### config.mk
export PLATFORM = sky130hd
export DESIGN_NAME = seq_mult_32b
export DESIGN_NICKNAME = d
export VERILOG_FILES = /design/src/rtl/seq_mult_32b.sv
export SDC_FILE = /design/constraint.sdc
export NUM_CORES = 1
export LEC_CHECK = 0
export ABC_CLOCK_PERIOD_IN_PS = 15000
export CAP_MARGIN = 40
export CORE_ASPECT_RATIO = 0.8
export CORE_MARGIN = 3
export CORE_UTILIZATION = 53
export CTS_CLUSTER_SIZE = 10
export DETAILED_ROUTE_END_ITERATION = 12
export PLACE_DENSITY = 0.8
export SLEW_MARGIN = 20
export SYNTH_ARGS = -nofsm -noshare
export SYNTH_HDL_FRONTEND = slang
export SYNTH_SLANG_ARGS = --single-unit
### constraint.sdc
create_clock -name clk -period 15 [get_ports clk]
set_input_delay 2.25 -clock clk [delete_from_list [all_inputs] [get_ports clk]]
set_output_delay 2.25 -clock clk [all_outputs]
set_load 0.02 [all_outputs]
### src/rtl/seq_mult_32b.sv
// ============================================================================
// Module      : seq_mult_32b
// Description : 32x32 unsigned shift-and-add multiplier producing a 64-bit
//               product over 32 iterations through one ripple-carry adder.
//               Optional macro SEQ_MULT_EARLY_ZERO_EN skips the iterations
//               when either operand is zero.
// Revision    : 1.0 - initial release
// ============================================================================
`default_nettype none

module adder_32B (
    input  logic [31:0] i_a,
    input  logic [31:0] i_b,
    input  logic        i_cin,
    output logic [31:0] o_sum,
    output logic        o_cout,
    output logic        o_overflow
);

    logic [32:0] w_c;

    assign w_c[0] = i_cin;

    genvar gi;
    generate
        for (gi = 0; gi < 32; gi++) begin : g_fa
            assign o_sum[gi]  = i_a[gi] ^ i_b[gi] ^ w_c[gi];
            assign w_c[gi+1]  = (i_a[gi] & i_b[gi]) | (w_c[gi] & (i_a[gi] ^ i_b[gi]));
        end
    endgenerate

    assign o_cout     = w_c[32];
    assign o_overflow = w_c[32] ^ w_c[31];

endmodule

module seq_mult_32b (
    input  logic        clk,
    input  logic        rst,
    input  logic        start,
    input  logic [31:0] A,
    input  logic [31:0] B,
    output logic [63:0] product,
    output logic        busy,
    output logic        done
);

    localparam logic [1:0] S_IDLE = 2'd0;
    localparam logic [1:0] S_RUN  = 2'd1;
    localparam logic [1:0] S_DONE = 2'd2;
    localparam logic [5:0] C_LAST_ITER = 6'd31;

    logic [1:0]  r_state;
    logic [1:0]  w_next;
    logic [31:0] r_mcand;
    logic [31:0] r_hi;
    logic [31:0] r_lo;
    logic [5:0]  r_cnt;
    logic [63:0] r_product;
    logic [31:0] w_sum;
    logic        w_cout;
    logic        w_ovf_unused;
    logic [63:0] w_step;
    logic        w_zero;

    adder_32B u_adder (
        .i_a        (r_hi),
        .i_b        (r_mcand),
        .i_cin      (1'b0),
        .o_sum      (w_sum),
        .o_cout     (w_cout),
        .o_overflow (w_ovf_unused)
    );

    // Add-then-shift: the adder carry becomes the new MSB of hi.
    assign w_step = r_lo[0] ? {w_cout, w_sum, r_lo[31:1]}
                            : {1'b0, r_hi, r_lo[31:1]};

`ifdef SEQ_MULT_EARLY_ZERO_EN
    assign w_zero = (A == 32'h0) || (B == 32'h0);
`else
    assign w_zero = 1'b0;
`endif

    always_ff @(posedge clk) begin
        if (rst) begin
            r_state <= S_IDLE;
        end else begin
            r_state <= w_next;
        end
    end

    always_comb begin
        w_next = r_state;
        busy   = 1'b0;
        done   = 1'b0;
        case (r_state)
            S_IDLE: begin
                if (start) begin
                    w_next = w_zero ? S_DONE : S_RUN;
                end
            end
            S_RUN: begin
                busy = 1'b1;
                if (r_cnt == C_LAST_ITER) begin
                    w_next = S_DONE;
                end
            end
            S_DONE: begin
                done   = 1'b1;
                w_next = S_IDLE;
            end
            default: begin
                w_next = S_IDLE;
            end
        endcase
    end

    always_ff @(posedge clk) begin
        if (rst) begin
            r_mcand   <= 32'h0;
            r_hi      <= 32'h0;
            r_lo      <= 32'h0;
            r_cnt     <= 6'd0;
            r_product <= 64'h0;
        end else begin
            case (r_state)
                S_IDLE: begin
                    if (start) begin
                        r_mcand   <= A;
                        r_hi      <= 32'h0;
                        r_lo      <= B;
                        r_cnt     <= 6'd0;
                        r_product <= 64'h0;
                    end
                end
                S_RUN: begin
                    {r_hi, r_lo} <= w_step;
                    r_cnt        <= r_cnt + 6'd1;
                    if (r_cnt == C_LAST_ITER) begin
                        r_product <= w_step;
                    end
                end
                default: begin
                end
            endcase
        end
    end

    assign product = r_product;

endmodule

`default_nettype wire
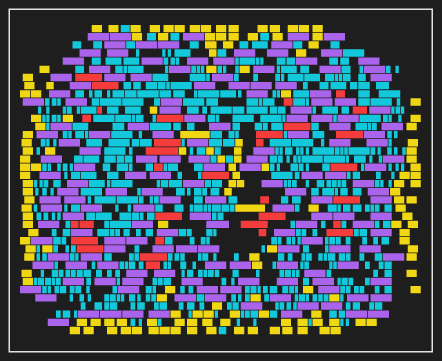
Figure 1: run 1, cell classes on the final placement.
Drawn at 3 px/µm.
| colour | class | cells | share of their area |
|---|---|---|---|
| yellow | other buffers and delay cells | 149 | 16% |
| red | clock drivers and dummy loads | 32 | 6.2% |
| cyan | combinational and other logic | 576 | 42% |
| purple | flops | 168 | 36% |
Finished Core Util: 69.5%
num rows: 38
Core Area: 0.0138 mm²
post-layout instance area: 0.00962 mm²
register fraction of the total cell area: 35.0%

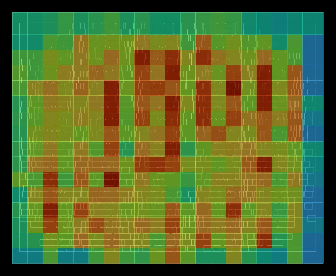
Figure 2: run 1, routing congestion.
post-DR wirelength/cell: 17.5 µm
grt met1 use: 33.1%
GRT Resource Usage Total: 24.4%
met2 routing resource usage after global routing: 39.5%

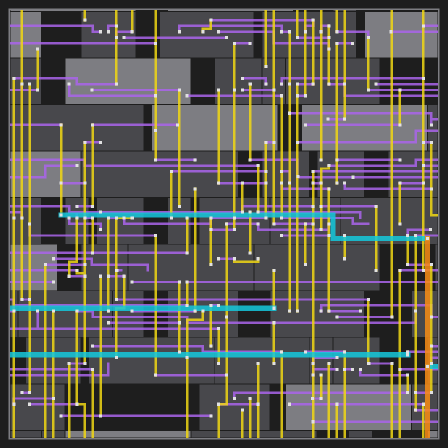
Figure 3: run 1, zoomed window.
Window x 23 to 48, y 73 to 98 µm. Cells in grey, sequential cells in the stronger grey; small squares are vias.
| colour | layer |
|---|---|
| cyan | metal 3 |
| orange | metal 4 |
| yellow | metal 2 |
| purple | metal 1 |
sequential cells in the window: 6
netlist names of flops here include: r_hi (4)
cells with their middle in the window: 40
most frequent: nor4b_2 (7), a22oi_1 (6), dfxtp_1 (6)

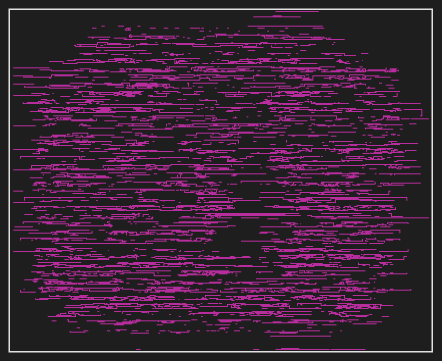
Figure 4: run 1, the metal 1 layer.
Drawn at 3 px/µm.
main direction: horizontal
share of all routed wire: 45%
Vias: 6549
Total Wirelength: 19.3 mm

==> impl_metrics.ini, run 1 <==
; physical design summary
[setup_path]
slowest_stage = sky130_fd_sc_hd__fa_1
timing.rr.end = product[62]$_SDFFE_PP0P_
setup.reg_to_reg.worst_slack_ns = 2.31
r2r_cells = 41
critPathKind = reg -> reg
critical_path_fanout_max = 2
max_stage_delay_ns = 0.41
critical_path.startpoint = r_mcand[0]$_SDFFE_PP0P_
crit_family = adder cells
rr_startpoint = r_mcand[0]$_SDFFE_PP0P_
path_common_cell = sky130_fd_sc_hd__fa_1
worst-endpoint-arrival_ns = 13.00
endpoint_kind = register

[detailed_routing]
wl_met3_mm = 1.14
drt-vias-per-instance = 5.93
drt_first_pass_iters = 5
antenna_left = 0
post-route-drc-count = 0
first_iter_violations = 572

[sta]
timing.max_slew.rel_slack_pct = 48.6
finalSetupViolations = 0
worstMarginPinSlew_ns = 0.770
drv_slew = 0
fin_crit_sh_pct = 84.6
finalClockSkew_ns = 0.0106
worst_slack_ns = 2.31

[logic_synthesis]
synth.yosys.chip_area_mm2 = 0.00767
yosys_warnings = 0
synthesized_netlist_cell_count = 828
synth-seq-cells = 168
largest_cells_by_area_after_synthesis = sky130_fd_sc_hd__dfxtp_1 (44%), sky130_fd_sc_hd__fa_1 (8.1%), sky130_fd_sc_hd__a21oi_1 (4.7%), sky130_fd_sc_hd__nor4b_2 (4.7%), sky130_fd_sc_hd__nor2_1 (4.5%)
post_synth.cell_area_avg_um2 = 9.27
netlist.top_cell.by_instances = sky130_fd_sc_hd__dfxtp_1
postSynth.topFlopCell = sky130_fd_sc_hd__dfxtp_1
library_cells_used_by_synthesis = 42
yosys.area.top_type_share_pct = 43.8
synth_stat.cells = 828

[placed_design]
place_hpwl_mm = 12.4
dp_cells = 1073
placed_instance_area_mm2 = 0.00903
weighted_congestion_reported_at_the_end_of_routability_driven_placement = 0.793
placement.setup.worst_slack_ns = 2.41

[clocking]
postCtsSetupBuffers = 0
cts_clk_pin_slew_worst_paths_ns = 0.07
cts-hold-fix-buffers = 0
cts_max_level = 4
tritoncts_clock_tree = yes
cts.repair.resized = 0
clock_buffer_depth = 2
numClockSinks = 168

[layout]
num-nonclk-inverters = 19
clockNetworkAreaShare_pct = 6.08
comb-cell-share_pct = 40.4
leading_cell_type_in_the_layout_fill_and_taps_excluded = sky130_fd_sc_hd__dfxtp_1
combGateArea_mm2 = 0.00388
filler_cell_count = 1043
cell_class_with_the_largest_area_share = logic gates
buf_share_pct = 15.5
logic_gate_count = 557
lay_top_cells = sky130_fd_sc_hd__dfxtp_1 (167), sky130_fd_sc_hd__clkdlybuf4s50_1 (131), sky130_fd_sc_hd__nor2_1 (92)

[pwr]
ir_drop_uv = 84.1
leakage_uw = 0.00341

[worst_hold_path]
worstHoldEndpoint = r_mcand[30]$_SDFFE_PP0P_
min-delay-path-class = reg -> reg
hold_path_depth = 2

[flow_run]
tool_warnings = 26
maxCapViolCount = 0

[global_routing]
groute.layer.met3.usage_pct = 4.40
grt-ovfl-total = 0
grt_pass1_wl_mm = 31.8

[die]
floorplan.io_pins = 133
die-area_mm2 = 0.0160
fp.dieH_um = 114
die.size.x_um = 141

[status]
run_status = finished, final reports clean
==> run 1: sequential cells by signal, summed over array words and instances (netlist names) <==
name     count
r_mcand     32
r_state      2
product     64
r_lo        32
r_cnt        6
r_hi        32
==> run 1: worst max path at each step <==
stage | end | slack, ns | cells past startpoint
2_1_floorplan | product[62]$_SDFFE_PP0P_ | 2.89 | 41
3_3_place_gp | product[62]$_SDFFE_PP0P_ | 2.64 | 41
3_5_place_dp | product[62]$_SDFFE_PP0P_ | 2.41 | 41
4_1_cts | product[62]$_SDFFE_PP0P_ | 2.28 | 41
5_1_grt | product[62]$_SDFFE_PP0P_ | 1.92 | 41
6_report | product[62]$_SDFFE_PP0P_ | 2.31 | 41
==> run 1: cells by family after synthesis <==
| family | Yosys count | share of synthesized area, % |
|---|---|---|
| adders and majority gates | 33 | 8.41 |
| AOI/OAI and AO/OA | 186 | 16.2 |
| muxes | 28 | 4.09 |
| and+or+nand+nor | 310 | 21.6 |
| buffers and inverters | 103 | 5.82 |
| DFF | 168 | 43.8 |
==> run 1: worst reg2reg max path, delay by kind of cell, from the launching register on <==
kind,cells,cell delay (ns)
AND-OR/OR-AND,1,0.20
adder cells (fa/ha/maj),32,11.18
buffers and inverters,6,0.42
flip-flops,1,0.32
multiplexers,1,0.28
AND/OR/NAND/NOR,1,0.16
==> run 1: power by group <==
| group | internal, µW | total (µW) | switching (µW) | leakage, µW |
|---|---|---|---|---|
| Clock | 244 | 429 | 185 | 0.000276 |
| Sequential | 461 | 475 | 14.0 | 0.00137 |
| Combinational | 40.5 | 90.5 | 50.0 | 0.00176 |
| Total | 745 | 995 | 249 | 0.00341 |
## Run 2: what changed since run 1
- ABC_CLOCK_PERIOD_IN_PS: 15000 -> 12500
- clock period: 15 -> 12.5 ns (I/O delays scaled with it)
==> impl_metrics.ini, run 2 <==
; physical design summary
[logic_synthesis]
fa_ha_area_share_pct = 8.41
synth_simple_gate_area_share_pct = 21.6
netlist.top_cell.by_instances = sky130_fd_sc_hd__dfxtp_1
yosys.area.top_type_share_pct = 43.8
postSynth.topFlopCell = sky130_fd_sc_hd__dfxtp_1
synth.yosys.chip_area_mm2 = 0.00767
post_synth.cell_area_avg_um2 = 9.27
synthesized_netlist_cell_count = 828
synth-seq-cells = 168
ys_sh_aoi_pct = 16.2
synth_stat.cells = 828
largest_cells_by_area_after_synthesis = sky130_fd_sc_hd__dfxtp_1 (44%), sky130_fd_sc_hd__fa_1 (8.1%), sky130_fd_sc_hd__a21oi_1 (4.7%), sky130_fd_sc_hd__nor4b_2 (4.7%), sky130_fd_sc_hd__nor2_1 (4.5%)
yosys_warnings = 0
mux_area_share_pct = 4.09
synth.comb.largest_family = simple AND/OR/NAND/NOR gates
yosys.area_share.xor_xnor_pct = 0

[placed_design]
place_hpwl_mm = 12.4
placement.setup.worst_slack_ns = -0.0294
weighted_congestion_reported_at_the_end_of_routability_driven_placement = 0.796

[layout]
leading_cell_type_in_the_layout_fill_and_taps_excluded = sky130_fd_sc_hd__dfxtp_1
layout-drive-gt1-share_pct = 13.1
filler_cell_count = 1059
lay_top_cells = sky130_fd_sc_hd__dfxtp_1 (167), sky130_fd_sc_hd__clkdlybuf4s50_1 (131), sky130_fd_sc_hd__nor2_1 (92)

[global_routing]
grt_pass1_wl_mm = 31.9
grt_start_max_net_pins = 77
gr-usage-all-layers_pct = 24.6
grt-ovfl-total = 0

[pwr]
sequentialPowerShare_pct = 48.7
power_frac_clock_pct = 42.0
leakage_uw = 0.00337
cell_internal_pwr_uw = 868
ir_drop_uv = 95.8
switchingPower_uw = 302

[detailed_routing]
first_iter_violations = 501
wirelength_mm = 19.4
route.vias.total = 6554
drt-vias-per-instance = 5.93
drt_first_pass_iters = 6
antenna_left = 0
post-route-drc-count = 0

[sta]
drv_slew = 0
worstMarginPinSlew_ns = 0.796
finalClockSkew_ns = 0.0142
fin_crit_sh_pct = 96.5
finalSetupViolations = 0
timing.max_slew.rel_slack_pct = 46.9
worst_slack_ns = 0.441

[setup_path]
crit_family = adder cells
max_stage_delay_ns = 0.41
slowest_stage = sky130_fd_sc_hd__fa_1
worst-endpoint-arrival_ns = 12.37
critPathKind = reg -> reg
critical_path_fanout_max = 3
path_common_cell = sky130_fd_sc_hd__fa_1

[clocking]
clock_buffer_depth = 2
postCtsSetupBuffers = 0
cts-hold-fix-buffers = 0
numClockSinks = 168
cts_clk_pin_slew_worst_paths_ns = 0.07
cts_max_level = 4
tritoncts_clock_tree = yes

[die]
rows = 38
die.size.x_um = 141
fp.dieH_um = 114
floorplan.io_pins = 133

[status]
run_status = finished, final reports clean

[flow_run]
maxCapViolCount = 0
tool_warnings = 26
-- run 2: cell counts after synthesis --
Identical to the previous run, type by type.
-- run 2: path summary, 6_finish.rpt --
path / startpoint / slack [ns] / depth (start not counted) / end
max: r_hi[0]$_SDFFE_PP0P_ / 0.44 / 41 / product[62]$_SDFFE_PP0P_
max reg2reg: r_hi[0]$_SDFFE_PP0P_ / 0.44 / 41 / product[62]$_SDFFE_PP0P_
min: r_mcand[5]$_SDFFE_PP0P_ / 0.46 / 2 / r_mcand[5]$_SDFFE_PP0P_
min reg2reg: r_mcand[5]$_SDFFE_PP0P_ / 0.46 / 2 / r_mcand[5]$_SDFFE_PP0P_
-- run 2: through the flow --
stage | area, µm² | util, % | setup TNS, ns
2_1_floorplan | 7670 | - | 0
3_5_place_dp | 9030 | 65.3 | -0.0294
4_1_cts | 9590 | 69.3 | 0
6_report | 9610 | 69.5 | 0
3_3_place_gp | 8960 | 64.8 | 0
5_1_grt | 9610 | 69.5 | 0
-- run 2: area by class of cell --
| class | count | area (µm²) | share of cell area (%) |
|---|---|---|---|
| clock buffer | 20 | 457 | 4.75 |
| clock inverter | 12 | 93.8 | 0.977 |
| inverter | 19 | 71.3 | 0.742 |
| multi-input combinational | 557 | 3910 | 40.7 |
| sequential | 168 | 3360 | 35.0 |
| tap | 180 | 225 | 2.34 |
| timing repair buffer | 149 | 1490 | 15.5 |
-- run 2: power by group through the flow --
stage	Combinational, µW	Sequential [µW]	Clock [µW]
after global routing	121	572	521
after global placement	100	583	0
final	109	570	491
after floorplan	70.5	575	0
after detailed placement	108	581	0
after CTS	109	570	497
-- run 2: routing by layer --
metal	GRT usage, %	share of wire, %	routed length [µm]
met1	34.0	44	8590
met3	4.53	6.4	1240
met4	8.78	1.5	284
met2	39.1	48	9340
met5	0	0	0
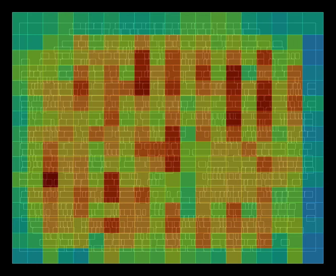
Figure 5: run 2, routing congestion.
grt met1 use: 34.0%
layer with the highest usage: met2
GR met3 Demand/Resource: 4.53%
met2 routing resource usage after global routing: 39.1%
post-DR wirelength/cell: 17.6 µm

Power figures rest on the tool's default switching activity, not on a simulated workload.
